$ cat config.mk
export PLATFORM = sky130hd
export DESIGN_NAME = bcd_display_formatter
export DESIGN_NICKNAME = d
export VERILOG_FILES = /design/src/rtl/bcd_display_formatter.sv
export SDC_FILE = /design/constraint.sdc
export NUM_CORES = 1
export LEC_CHECK = 0
export ABC_AREA = 1
export CORE_MARGIN = 2
export CORE_UTILIZATION = 49
export DETAILED_ROUTE_END_ITERATION = 6
export PLACE_DENSITY_LB_ADDON = 0.12
export SLEW_MARGIN = 10
export SYNTH_ARGS = -nofsm -noshare
export SYNTH_HDL_FRONTEND = slang
export SYNTH_SLANG_ARGS = --single-unit
$ cat constraint.sdc
create_clock -name clk -period 4.5 [get_ports clk]
set_input_delay 1.35 -clock clk [delete_from_list [all_inputs] [get_ports clk]]
set_output_delay 1.35 -clock clk [all_outputs]
set_load 0.1 [all_outputs]
$ cat src/rtl/bcd_display_formatter.sv
// Binary-to-BCD display formatter: converts a 27-bit value into 8 packed BCD digits
// by sequential double-dabble, saturating to SAT_CODE above 99_999_999.
module bcd_display_formatter #(
    parameter logic [31:0] SAT_CODE = 32'hEEEE_EEEE
) (
    input  logic        clk,
    input  logic        rst,
    input  logic        start,
    input  logic [26:0] bin_in,
    input  logic [7:0]  dp_in,
    output logic [31:0] display_data,
    output logic [7:0]  dot_point,
    output logic        busy,
    output logic        done,
    output logic        overflow
);

    localparam logic [26:0] MaxInRange = 27'd99_999_999;
    localparam logic [4:0]  LastIter   = 5'd26;

    typedef enum logic [1:0] {StIdle, StConv, StDone} state_t;

    state_t      state_q;
    logic [26:0] shift_q;
    logic [31:0] acc_q;
    logic [4:0]  cnt_q;
    logic [7:0]  dp_q;
    logic        ovf_pending_q;

    logic [31:0] acc_adj;
    logic [31:0] acc_next;
    logic [26:0] shift_next;

    // Nibble-local add-3: a digit <= 4 cannot exceed 9 after doubling, so no carries.
    always_comb begin
        acc_adj = '0;
        for (int i = 0; i < 8; i++) begin
            acc_adj[4*i +: 4] = (acc_q[4*i +: 4] >= 4'd5) ? acc_q[4*i +: 4] + 4'd3
                                                           : acc_q[4*i +: 4];
        end
        acc_next   = {acc_adj[30:0], shift_q[26]};
        shift_next = {shift_q[25:0], 1'b0};
    end

    always_ff @(posedge clk or posedge rst) begin
        if (rst) begin
            state_q       <= StIdle;
            shift_q       <= '0;
            acc_q         <= '0;
            cnt_q         <= '0;
            dp_q          <= '0;
            ovf_pending_q <= 1'b0;
            display_data  <= '0;
            dot_point     <= '0;
            overflow      <= 1'b0;
        end else begin
            case (state_q)
                StIdle: begin
                    if (start) begin
                        shift_q       <= bin_in;
                        dp_q          <= dp_in;
                        ovf_pending_q <= (bin_in > MaxInRange);
                        acc_q         <= '0;
                        cnt_q         <= '0;
                        state_q       <= StConv;
                    end
                end
                StConv: begin
                    acc_q   <= acc_next;
                    shift_q <= shift_next;
                    if (cnt_q == LastIter) begin
                        display_data <= ovf_pending_q ? SAT_CODE : acc_next;
                        dot_point    <= dp_q;
                        overflow     <= ovf_pending_q;
                        state_q      <= StDone;
                    end else begin
                        cnt_q <= cnt_q + 5'd1;
                    end
                end
                StDone:  state_q <= StIdle;
                default: state_q <= StIdle;
            endcase
        end
    end

    assign busy = (state_q == StConv);
    assign done = (state_q == StDone);

endmodule

==> GITHUB_STEP_SUMMARY, run 1 <==
## PnR job results

| Metric | Value |
|---|---|
| GRT Total Usage | about a fifth |
| Area fraction in xor and xnor cells | under 10% |
| Post-DP HPWL | 8326 microns |
| Status | completed |
| Hold Path Stages | 2 |
| Place WS | 1.038 ns |
| Die area | roughly 12000 sq um |
| Top Layout Cells | 178 x nand2_1, 116 x dfrtp_1, 79 x clkdlybuf4s50_1 |
| Hold EP | dot_point[1]$_DFFE_PP0P_ |
| Routed vias | ~4.7k |
| HP Class | flip-flop to flip-flop |
| Max_slew headroom | roughly 33% |
| Drt via density | 5.305 |
| Reg-to-Reg End | display_data[26]$_DFFE_PP0P_ |
| IO buf count | 80 |
| Cells along the critical path | inv_1, nor2_1, clkdlybuf4s50_1 |
| Signal buf overhead | between 10% and 20% |
| Top-area cell share | between 50% and 60% |
| Fill cell count | approximately 940 |
| PD cells | just under 900 nW/um^2 |
| CTS buffer count | 17 |
| Detail Route Antenna Nets | 0 |
| Ys Warns | 0 |
| Initial antenna violation count | 0 |
| Comb group | just under 3 mW |
| Final hold violation count | 0 |
| Routing usage on met1 | 26.19% |
| CP Launch Type | flip-flop |
| Main logic family after synthesis | simple AND/OR/NAND/NOR gates |
| WL final | 12590 microns |
| Logic share of the area | 31.36% |
| Post-synthesis area per instance | between 8 and 9 sq um |
| Max Slew Vio Count | 0 |
| Post-Syn Nets | just over 700 |
| DR WL met2 | ~6400 microns |
| Switching share of total power | 46.49% |
| Achievable frequency | approximately 0.29 GHz |
| Final worst slack | around 1.0 ns |
| Total gr overflow | 0 |
| And+or+nand+nor area frac | approximately a fifth |
| Sequential cell power | between 1.5 and 2 mW |
| Routed wl met3 | 542 microns |
| Top post-synthesis cells by count | 179 x nand2_1, 116 x dfrtp_1, 78 x inv_1 |
| Worst R2R Start | state_q[1]$_DFFE_PP0P_ |
| First-pass GRT wire length | between 20000 and 25000 microns |
| Period minus WS final | between 3 and 4 ns |
| Int Power | 3.277 mW |
| # placed instances | about 860 |
| GR met3 Demand/Resource | under 10% |
| Leak | 3.402 nW |
| DR WL/cell | around 14 microns |
| Fin crit share | between 70% and 80% |
| Area-dominant class | sequential cells |
| Clk power | about 1.4 mW |
| Logic area | around 2200 sq um |
| CTS tree | done |
| Final Non-Filler Cells | slightly below 900 |
| Switching pwr | roughly 2.8 mW |
| Arr. time, crit path | between 2 and 2.5 ns |
| Multi-In Gates | ~440 |
| RSZ-0062 raised after global routing | false |
| Post-synth EDFFs | 0 |
| Fraction of layout cells with a size suffix above 1 | between 7 and 8% |
| Worst Setup EP | done |
| CP Buf/Inv Count | 2 |
| Setup crit start | state_q[1]$_DFFE_PP0P_ |
| Met2 Track Usage GR | a little over a third |
| Max_cap viols | 0 |
| Mux share | 0% |
| Overall power | between 6 and 7 mW |
| R2r setup slk | approximately 1.5 ns |
| FP Util | between 50% and 60% |
| Final Wtd Congestion | between 0.8 and 0.9 |
| Path depth of the worst reg2reg path | 6 |
| Most instantiated logic cell after routing | nand2_1 |
| Worst slew pin tran | ~1 ns |
| Unique cell types | 27 |
| Most used routing layer | met2 |
| AO/OA Area Share | between 10% and 20% |
Fig. 1: run 1, PDN straps and rails
Pins as bars on the die edge. Tap cells in gray.
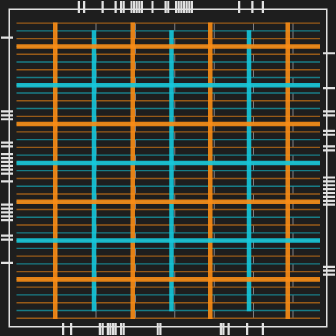
| net | color |
|---|---|
| VSS | orange |
| VDD | cyan |
signal pins: 81
met5 straps: 7
met1 rails: 39
met4 straps: 7
tap cells: 140
Peak VDD IR: 531.6 uV
Die H: 110.7 microns
total core area: 10980 sq um

Fig. 2: run 1, placed cells, one color a class
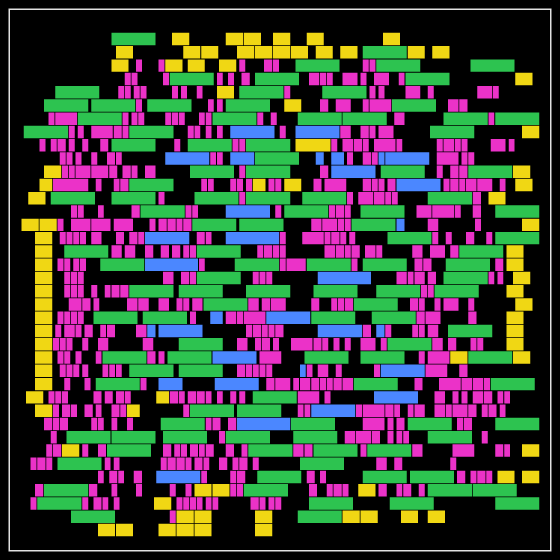
| class | color | cells |
|---|---|---|
| sequential cells | green | 116 |
| remaining buffers and delay cells | yellow | 84 |
| clock drivers and dummy loads | blue | 31 |
| remaining logic cells | magenta | 521 |
final core occ: 64.34%
num rows: 38
sequential share of cell area: 41.08%
design area: 7067 sq um

Fig. 3: run 1, routed clock nets over the placement
Bar = 20 microns.
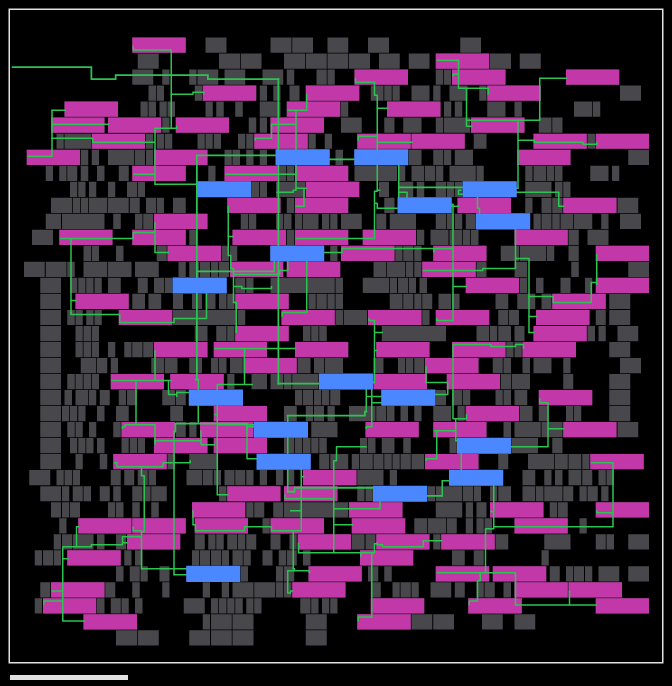
[clock wires] green | length: 1520 microns
[clock-net drivers] blue | count: 17
[flip-flops] magenta | count: 116
flops lie: all over the die
routed clock nets: 18
Clock power frac: 23.0%
clk_skew: 0.01689 ns
Skew-Pair Late Insertion Delay: 0.41 ns

Fig. 4: run 1, routing congestion
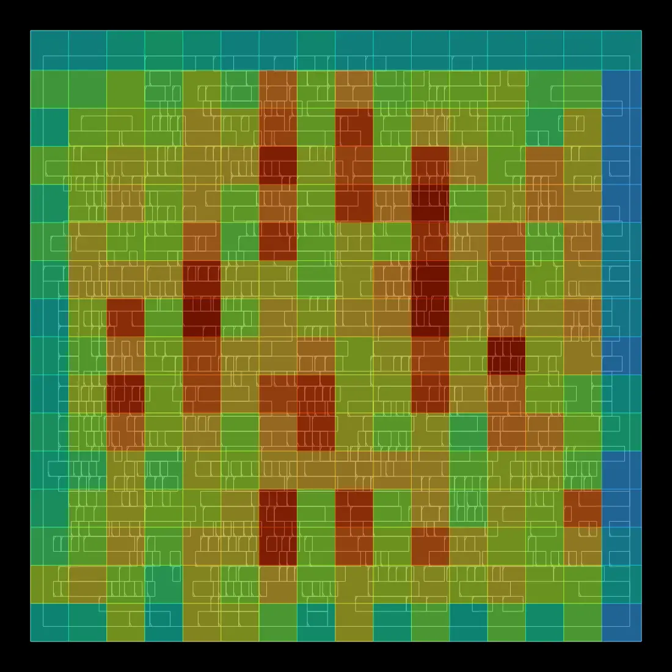

## Run 2: what changed since run 1
Settings changed: CORE_UTILIZATION 49 to 55.
Clock period 4.5 ns to 3.3 ns, I/O delays scaled along.
Fig. 5: run 2, routing congestion
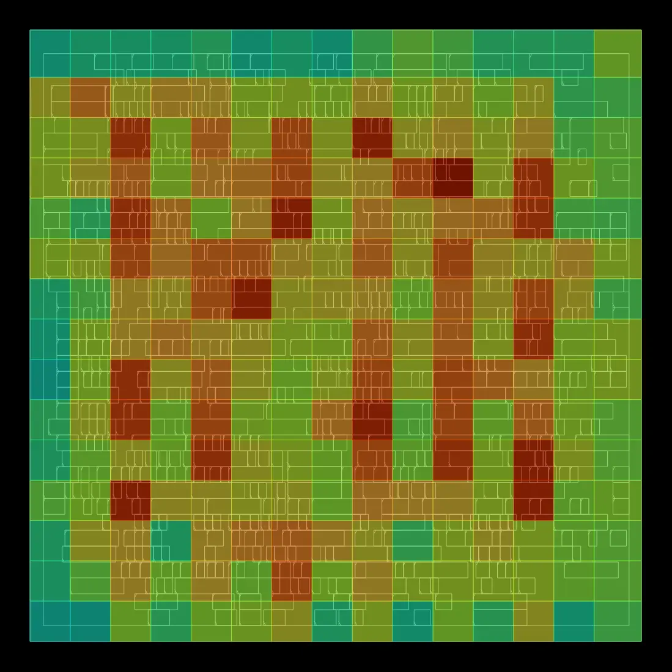
routing usage on met1: 28.14%
GRT Total Usage: 23.05%
DR WL/cell: 13.76 microns
most used routing layer: met2

==> run 2 against run 1 <==
- die size fell by 11%
- non-clock buffer count rose by 1
- critical path depth fell by 1
- clock power rose by 37%
- register-to-register slack got worse by 0.71 ns
- sequential share of layout area rose by 0.53 points
- highest routed layer unchanged
- critical path type unchanged
- hold slack barely moved
==> GITHUB_STEP_SUMMARY, run 2 <==
## PnR job results

| Metric | Value |
|---|---|
| Hold Path Stages | 2 |
| PD cells | 1189 nW/um^2 |
| Total core area | 9819 sq um |
| Unique cell types | 27 |
| Worst R2R Start | state_q[1]$_DFFE_PP0P_ |
| Worst Setup EP | busy |
| Final hold violation count | 0 |
| Post-synthesis area per instance | 8.411 sq um |
| Main logic family after synthesis | simple AND/OR/NAND/NOR gates |
| Die area | ~11000 sq um |
| HP Class | flip-flop to flip-flop |
| Final core occ | between 70% and 80% |
| Sequential share of cell area | between 40% and 50% |
| Hold EP | dot_point[2]$_DFFE_PP0P_ |
| Post-synth EDFFs | 0 |
| Routed wl met3 | 607 microns |
| Switching pwr | ~3.9 mW |
| Switching share of total power | 46.62% |
| RSZ-0062 raised after global routing | false |
| Ys Warns | 0 |
| First-pass GRT wire length | roughly 20000 microns |
| IO buf count | about 80 |
| Signal buf overhead | a little over a tenth |
| Worst slew pin tran | 0.6968 ns |
| Total gr overflow | 0 |
| Leak | about 3.5 nW |
| Top Layout Cells | 178 x nand2_1, 116 x dfrtp_1, 77 x inv_1 |
| Die H | 104.7 microns |
| Achievable frequency | between 0.3 and 0.4 GHz |
| GR met3 Demand/Resource | approximately 5% |
| Comb group | ~4 mW |
| Drt via density | 5.247 |
| Peak VDD IR | between 700 and 800 uV |
| Cells along the critical path | nor2_4, buf_4 |
| Max Slew Vio Count | 0 |
| Multi-In Gates | 438 |
| Logic area | approximately 2200 sq um |
| Status | completed |
| Fin crit share | between 80% and 90% |
| Initial antenna violation count | 0 |
| Max_slew headroom | around 54% |
| Int Power | 4.428 mW |
| CP Launch Type | flip-flop |
Fig. 6: run 2, routed metal, one color a layer
Bar = 20 microns.
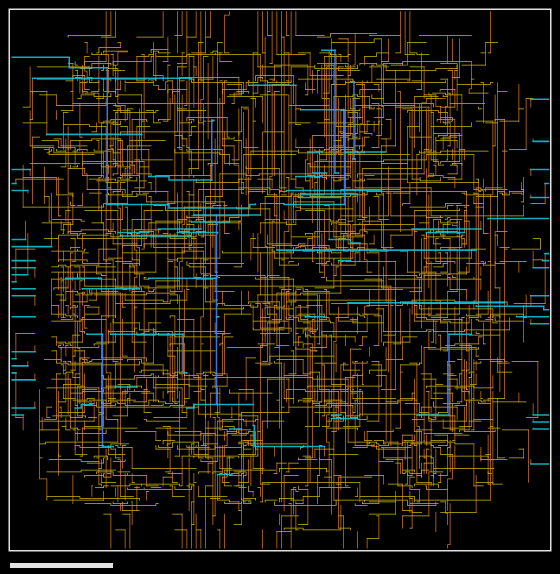
| layer | color | wire length |
|---|---|---|
| M3 | cyan | 608 microns |
| M2 | orange | 6270 microns |
| M1 | yellow | 5140 microns |
| M4 | blue | 177 microns |
routed vias: 4649
WL final: 12190 microns

Fig. 7: run 2, PDN straps and rails
Pins as bars on the die edge. Tap cells in gray.
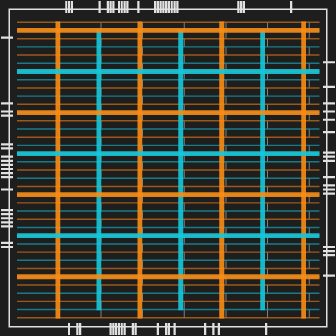

## Run 3: what changed since run 2
--- a/config.mk
+++ b/config.mk
@@ -8,2 +8,3 @@
 export ABC_AREA = 1
+export CORE_ASPECT_RATIO = 1.25
 export CORE_MARGIN = 2
==> constraint.sdc (replaced) <==
create_clock -name clk -period 3.3 [get_ports clk]
set_input_delay 0.66 -clock clk [delete_from_list [all_inputs] [get_ports clk]]
set_output_delay 0.66 -clock clk [all_outputs]
set_load 0.1 [all_outputs]
Fig. 8: run 3, PDN straps and rails
Pins as bars on the die edge. Tap cells in gray.
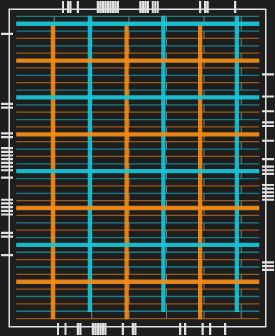
| net | color |
|---|---|
| VDD | cyan |
| VSS | orange |
met4 straps: 6
rows: 41
tap cells: 129
met5 straps: 8
met1 rails: 42
Chip Width: 94.07 microns
Die H: 116.6 microns

==> run 3 against run 2 <==
- clock-buffer cell count increased by 10
- non-clock buffer count shrank 1
- flip-flop count did not move
- highest routed layer unchanged
- via count is essentially flat
- synthesized cell count did not move
- critical endpoint is now display_data[20]$_DFFE_PP0P_
- largest cell class unchanged
==> GITHUB_STEP_SUMMARY, run 3 <==
## PnR job results

| Metric | Value |
|---|---|
| Mux share | 0% |
| Clock power frac | around a fifth |
| Hold EP | dot_point[1]$_DFFE_PP0P_ |
| Routing usage on met1 | 29.78% |
| RSZ-0062 raised after global routing | false |
| Top-area cell share | a little over half |
| Fill cell count | between 800 and 900 |
| Crit-path max FO | between 70 and 80 |
| Worst R2R Start | state_q[1]$_DFFE_PP0P_ |
| Post-DP HPWL | between 8000 and 9000 microns |
| PD cells | around 1200 nW/um^2 |
| Max_slew headroom | roughly two fifths |
| Worst slew pin tran | between 0.9 and 1 ns |
| WL final | between 10000 and 15000 microns |
| Area fraction in xor and xnor cells | 1.571% |
| Setup crit start | state_q[1]$_DFFE_PP0P_ |
| AO/OA Area Share | ~15% |
| Max Slew Vio Count | 0 |
| GRT Total Usage | between 20 and 25% |
| Initial antenna violation count | 0 |
| Most instantiated logic cell after routing | nand2_1 |
| Top post-synthesis cells by count | 179 x nand2_1, 116 x dfrtp_1, 78 x inv_1 |
| Skew-Pair Late Insertion Delay | about 0.41 ns |
| Final Non-Filler Cells | around 880 |
| Path depth of the worst reg2reg path | 7 |
| Routed vias | 4647 |
| Ys Warns | 0 |
| Post-Syn Nets | slightly above 700 |
| Area-dominant class | sequential cells |
| Total gr overflow | 0 |
| # placed instances | 850 |
| HP Class | flip-flop to flip-flop |
| FP Util | a little under three fifths |
| CTS tree | done |
| Most used routing layer | met2 |
| Leak | about 3.4 nW |
| Final Wtd Congestion | slightly above 0.8 |
| Routed wl met3 | between 500 and 600 microns |
| DR WL/cell | 14.01 microns |
| Total core area | about 10000 sq um |
| Status | completed |
| Overall power | 8.148 mW |
| CP Buf/Inv Count | 2 |
| Sequential share of cell area | about two fifths |
| Sequential cell power | around 2.4 mW |
| First-pass GRT wire length | approximately 21000 microns |
| Place WS | ~0.75 ns |
| Post-synthesis area per instance | about 8.4 sq um |
| Fraction of layout cells with a size suffix above 1 | a little over an eighth |
| Unique cell types | 27 |
| Switching pwr | around 3.9 mW |
| Fin crit share | 70.63% |
| Clk_skew | ~0.0093 ns |
| Max_cap viols | 0 |
| Num rows | around 41 |
| Signal buf overhead | roughly 11% |
| Logic share of the area | about a third |
| Detail Route Antenna Nets | 0 |
| Top Layout Cells | 178 x nand2_1, 116 x dfrtp_1, 77 x inv_1 |
| And+or+nand+nor area frac | slightly below 20% |
| Period minus WS final | about 2.3 ns |
| CP Launch Type | flip-flop |
| R2r setup slk | between 0.9 and 1 ns |
| Multi-In Gates | around 440 |
| DR WL met2 | between 6000 and 7000 microns |
| Reg-to-Reg End | display_data[20]$_DFFE_PP0P_ |
| Main logic family after synthesis | simple AND/OR/NAND/NOR gates |
| Die area | 10970 sq um |
| Drt via density | 5.269 |
| Cells along the critical path | nor2_4, inv_4, nor2_8, nand2_4, inv_2, nand3_1, nand2_1 |
| GR met3 Demand/Resource | between 6 and 7% |
| Logic area | 2216 sq um |
| Achievable frequency | approximately 0.43 GHz |
| Post-synth EDFFs | 0 |
| Comb group | approximately 4 mW |
| CTS buffer count | 17 |
| CP max stage delay | about 0.55 ns |
| Clk power | approximately 1.7 mW |
| Final worst slack | a little under 1 ns |
Fig. 9: run 3, placed cells, one color a class
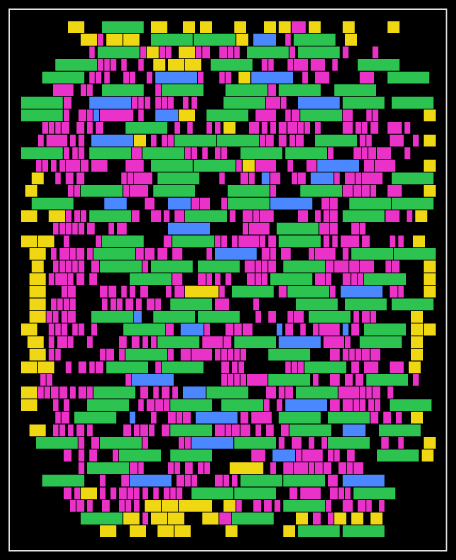
design area: 6933 sq um
final core occ: 69.31%

Power figures rest on the tool's default switching activity, not on a simulated workload.
